$ cat config.mk
export PLATFORM = sky130hd
export DESIGN_NAME = dm_port_arbiter
export DESIGN_NICKNAME = d
export VERILOG_FILES = /design/src/rtl/dm_port_arbiter.sv
export SDC_FILE = /design/constraint.sdc
export NUM_CORES = 1
export LEC_CHECK = 0
export CORE_AREA = 5 5 159 161
export CTS_CLUSTER_SIZE = 10
export DETAILED_ROUTE_END_ITERATION = 8
export DIE_AREA = 0 0 164 166
export GPL_TIMING_DRIVEN = 0
export HOLD_SLACK_MARGIN = 0.06
export PLACE_DENSITY = 0.65
export SLEW_MARGIN = 20
export SYNTH_ARGS = -nofsm -noshare
export SYNTH_HDL_FRONTEND = slang
export SYNTH_SLANG_ARGS = --single-unit
$ cat constraint.sdc
create_clock -name Clk -period 4.47 [get_ports Clk]
set_clock_uncertainty 0.1 [all_clocks]
set_input_delay 0.894 -clock Clk [delete_from_list [all_inputs] [get_ports Clk]]
set_output_delay 0.894 -clock Clk [all_outputs]
set_load 0.02 [all_outputs]
$ cat src/rtl/dm_port_arbiter.sv
// dm_port_arbiter: two-port req/ack arbiter for the data memory with alignment and range checks.
// Define DM_ARB_ROUND_ROBIN_EN to alternate ties between ports; otherwise port A has fixed priority.
module dm_port_arbiter #(
    parameter int MEM_BYTES = 8192,
    parameter int ADDR_W    = 32
) (
    input  logic              Clk,
    input  logic              Reset_n,
    input  logic              a_req,
    input  logic              a_we,
    input  logic [1:0]        a_size,
    input  logic [ADDR_W-1:0] a_addr,
    input  logic [31:0]       a_wdata,
    output logic [31:0]       a_rdata,
    output logic              a_ack,
    output logic              a_err,
    input  logic              b_req,
    input  logic              b_we,
    input  logic [1:0]        b_size,
    input  logic [ADDR_W-1:0] b_addr,
    input  logic [31:0]       b_wdata,
    output logic [31:0]       b_rdata,
    output logic              b_ack,
    output logic              b_err,
    output logic [ADDR_W-1:0] dm_addr,
    output logic [31:0]       dm_wdata,
    output logic              dm_we,
    output logic              dm_byte,
    output logic              dm_hbyte,
    input  logic [31:0]       dm_rdata
);
    typedef enum logic [1:0] {IDLE, ACCESS, RESP} state_t;
    localparam logic [ADDR_W:0] MEM_LIM = (ADDR_W+1)'(MEM_BYTES);
    state_t state;
    logic sel, cmd_we, cmd_err;
    logic grant_b, g_we, g_err;
    logic [1:0] g_size;
    logic [ADDR_W-1:0] g_addr;
    logic [31:0] g_wdata;
    logic [ADDR_W:0] g_bytes, g_end;
`ifdef DM_ARB_ROUND_ROBIN_EN
    logic last_b;
    assign grant_b = b_req & (~a_req | ~last_b);
`else
    assign grant_b = b_req & ~a_req;
`endif
    // End address is one bit wider than the request so high addresses cannot wrap into range.
    always_comb begin
        g_we    = grant_b ? b_we : a_we;
        g_size  = grant_b ? b_size : a_size;
        g_addr  = grant_b ? b_addr : a_addr;
        g_wdata = grant_b ? b_wdata : a_wdata;
        g_bytes = g_size == 2'b00 ? (ADDR_W+1)'(1) : g_size == 2'b01 ? (ADDR_W+1)'(2) : (ADDR_W+1)'(4);
        g_end   = {1'b0, g_addr} + g_bytes;
        g_err   = (g_size == 2'b11) | (g_size == 2'b01 & g_addr[0]) |
                  (g_size == 2'b10 & |g_addr[1:0]) | (g_end > MEM_LIM);
    end
    always_ff @(posedge Clk or negedge Reset_n) begin
        if (!Reset_n) begin
            state    <= IDLE;
            sel      <= 1'b0;
            cmd_we   <= 1'b0;
            cmd_err  <= 1'b0;
            a_rdata  <= '0;
            b_rdata  <= '0;
            a_ack    <= 1'b0;
            b_ack    <= 1'b0;
            a_err    <= 1'b0;
            b_err    <= 1'b0;
            dm_addr  <= '0;
            dm_wdata <= '0;
            dm_we    <= 1'b0;
            dm_byte  <= 1'b0;
            dm_hbyte <= 1'b0;
`ifdef DM_ARB_ROUND_ROBIN_EN
            last_b   <= 1'b1;
`endif
        end else begin
            a_ack <= 1'b0;
            b_ack <= 1'b0;
            a_err <= 1'b0;
            b_err <= 1'b0;
            case (state)
                IDLE: if (a_req | b_req) begin
                    state    <= ACCESS;
                    sel      <= grant_b;
                    cmd_we   <= g_we;
                    cmd_err  <= g_err;
                    dm_addr  <= g_err ? '0 : g_addr;
                    dm_wdata <= g_err ? '0 : g_wdata;
                    dm_we    <= g_we & ~g_err;
                    dm_byte  <= ~g_err & (g_size == 2'b00);
                    dm_hbyte <= ~g_err & (g_size == 2'b01);
`ifdef DM_ARB_ROUND_ROBIN_EN
                    last_b   <= grant_b;
`endif
                end
                ACCESS: begin
                    state    <= RESP;
                    dm_addr  <= '0;
                    dm_wdata <= '0;
                    dm_we    <= 1'b0;
                    dm_byte  <= 1'b0;
                    dm_hbyte <= 1'b0;
                    a_ack    <= ~sel;
                    b_ack    <= sel;
                    a_err    <= ~sel & cmd_err;
                    b_err    <= sel & cmd_err;
                    if ((cmd_err | ~cmd_we) & ~sel) a_rdata <= cmd_err ? '0 : dm_rdata;
                    if ((cmd_err | ~cmd_we) & sel) b_rdata <= cmd_err ? '0 : dm_rdata;
                end
                default: state <= IDLE;
            endcase
        end
    end
endmodule

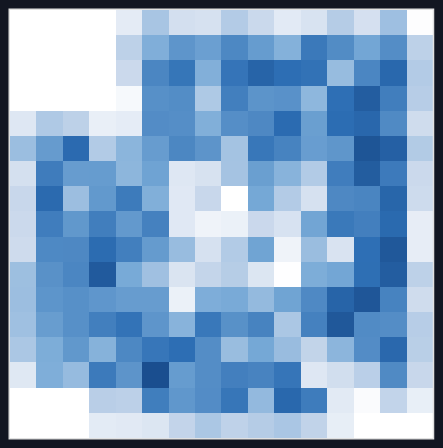
**Above:** cell density map.
16 x 17 tiles, from white (low) to dark blue (high), 0 to 100% covered.
emptiest ninth of the die: upper left
fullest tile: 88%
tiles over 75% full: 8.8%

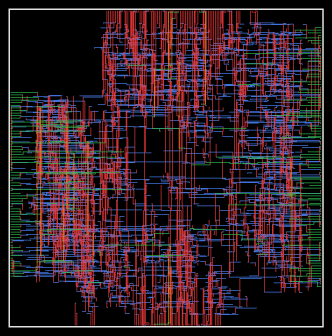
**Above:** routed metal, one color a layer.
legend:
  M3:
    color: green
    wire_length: 2,220 µm
  M1:
    color: blue
    wire_length: 11,500 µm
  M2:
    color: red
    wire_length: 13,900 µm
  M4:
    color: orange
    wire_length: 654 µm

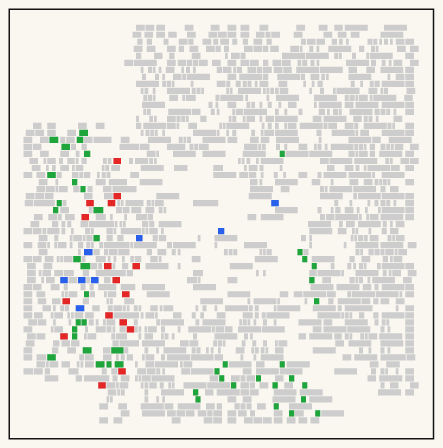
**Above:** gate-type map.
legend:
  non-inverting ao/oa cells:
    color: blue
    cells: 8
    where: middle left
  xor and xnor cells:
    color: red
    cells: 16
  and/or cells:
    color: green
    cells: 46

==> GITHUB_STEP_SUMMARY <==
## PnR job results

| Metric | Value |
|---|---|
| Status | finished, violations left |
| Failing checks | negative setup slack |
| Yosys stat cell total | ~860 |
| Worst-path clk slew | 0.06 ns |
| Hold buffers post-CTS | 0 |
| GP Congestion | ~0.92 |
| Starting density of the core | 0.313 |
| Final wirelength | around 28,000 µm |
| Most used routing layer | met2 |
| Grt ovf | 0 |
| Post-cts resize count | 39 |
| Clock buffers created by TritonCTS | 17 |
| Relative slew slack | 0.427 |
| CTS sink cnt | ~140 |
| Worst Setup Path Type | input pin to flop |
| Top cells by area | dfrtp_1, nand2_1, mux2i_1 |
| Worst slew pin tran | 0.854 ns |
| Syn Inst Count | approximately 860 |
| Clock Latency Late Sink | 0.42 ns |
| Area growth syn-to-layout | 62.3% |
| First-pass GRT wire length | around 43,000 µm |
| Max clock buf depth | 2 |
| FMAX | ~0.21 GHz |
| Largest stage delay, worst path | around 0.56 ns |
| Final WS setup | -0.226 ns |
| Pwr Density | 318 nW/µm² |
| Post-Syn Nets | 1,031 |
| Total tool warning count | 29 |
| Post-DP HPWL | ~22,000 µm |
| Postcts setup bufs | 14 |
| Count leader, synth | nand2_1 |
| Synth top cells by count | nand2_1, dfrtp_1, o21ai_0 |
| Synth Area per Inst | 8.71 µm² |
| Largest area contributor in the netlist | dfrtp_1 |
| Share of cells above drive strength 1 | 0.101 |
| Worst VDD drop | about 0.24 mV |
| Final setup vio count | approximately 50 |
| Via count | roughly 7,700 |
| Max layer used | met4 |
| Met3 routed WL | about 2200 µm |
| Final Max Tran Viols | 0 |
| CP arrival | about 5 ns |
| Top Ports | 305 |
| Htree depth | 4 |
| Ys async rst share | 1.00 |
| Mapped Area | 7460 µm² |
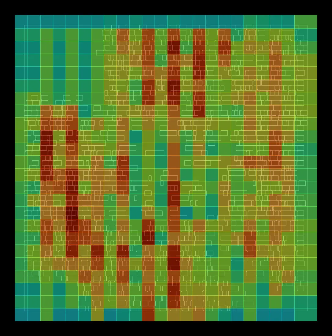
**Above:** congestion heat map.
met2 Usage GRT: 0.339
grt met3 use: 0.0558
Global Route Usage Sum: 0.199
post-layout util: 0.508
Routed WL per cell: 18.5 µm

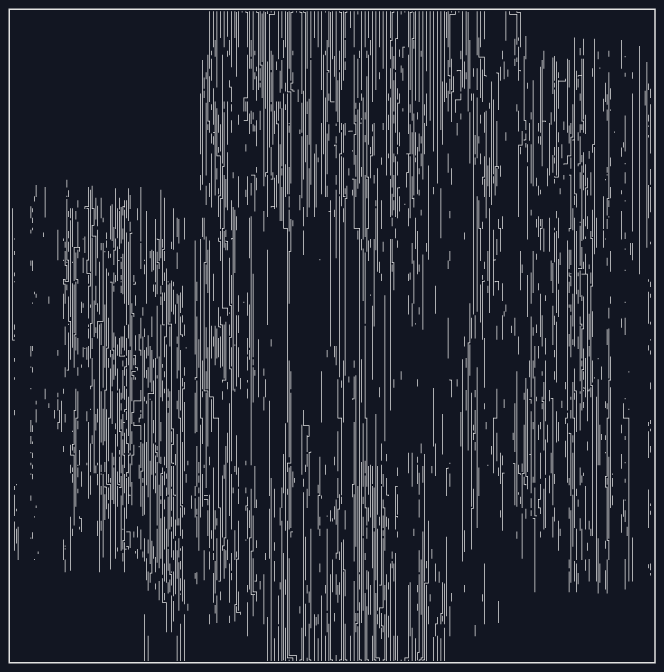
**Above:** M2 wires.
longest straight run: 87.5 µm
share of all routed wire: 49%

## metrics by stage
step	instance area [µm²]	setup WS (ns)	power, W
final	12100	-0.226	0.00385
after global routing	12100	-0.337	0.00404
after CTS	11900	-0.520	0.00387
after detailed placement	11100	-2.40	0.00245
after global placement	11000	-3.36	0.00244
after floorplan	7580	-0.863	0.00193
## worst paths after layout
path,to,from,slack [ns],depth (start not counted)
max,cmd_err,a_req,-0.23,19
max in group asynchronous,dm_wdata[10],Reset_n,3.19,2
min reg2reg,state[1],state[1],0.37,1
max reg2reg,dm_addr[1],state[1],1.52,8
min in group Clk,state[1],state[1],0.37,1
min,a_rdata[30],Reset_n,0.32,1
## power breakdown
part	internal [W]	total (W)	leakage [nW]	switching, W
Sequential	0.00132	0.00134	1.94	0.0000253
Clock	0.000786	0.00140	0.277	0.000611
Combinational	0.000391	0.00111	2.62	0.000716
## sequential cells by signal (all words and copies together) (netlist names)
signal / cells
dm_hbyte: 1
cmd_err: 1
cmd_we: 1
dm_byte: 1
b_ack: 1
a_ack: 1
dm_we: 1
dm_wdata: 32
state: 2
b_err: 1
a_rdata: 32
dm_addr: 32
sel: 1
a_err: 1
b_rdata: 32
## area by class of cell
cell class,count,area [µm²]
Timing Repair Buffer,328,3340
Buffer,53,368
Clock buffer,17,425
Sequential cell,140,3500
Clock inverter,15,153
Multi-Input combinational cell,648,3880
Inverter,7,26.3
Fill cell,2272,11700
Tap cell,324,405
## logic make-up (layout without fill, tap and decap cells)
family / after synthesis / in the layout / synth area share
DFF: 140 / 140 / 0.470
muxes: 44 / 44 / 0.0597
AOI/OAI and AO/OA: 197 / 197 / 0.153
buffers and inverters: 69 / 420 / 0.0429
xor gates and xnor gates: 16 / 16 / 0.0188
adders and majority gates: 4 / 4 / 0.00771
and+or+nand+nor: 387 / 387 / 0.249
Power is estimated from default activity; no workload was simulated.
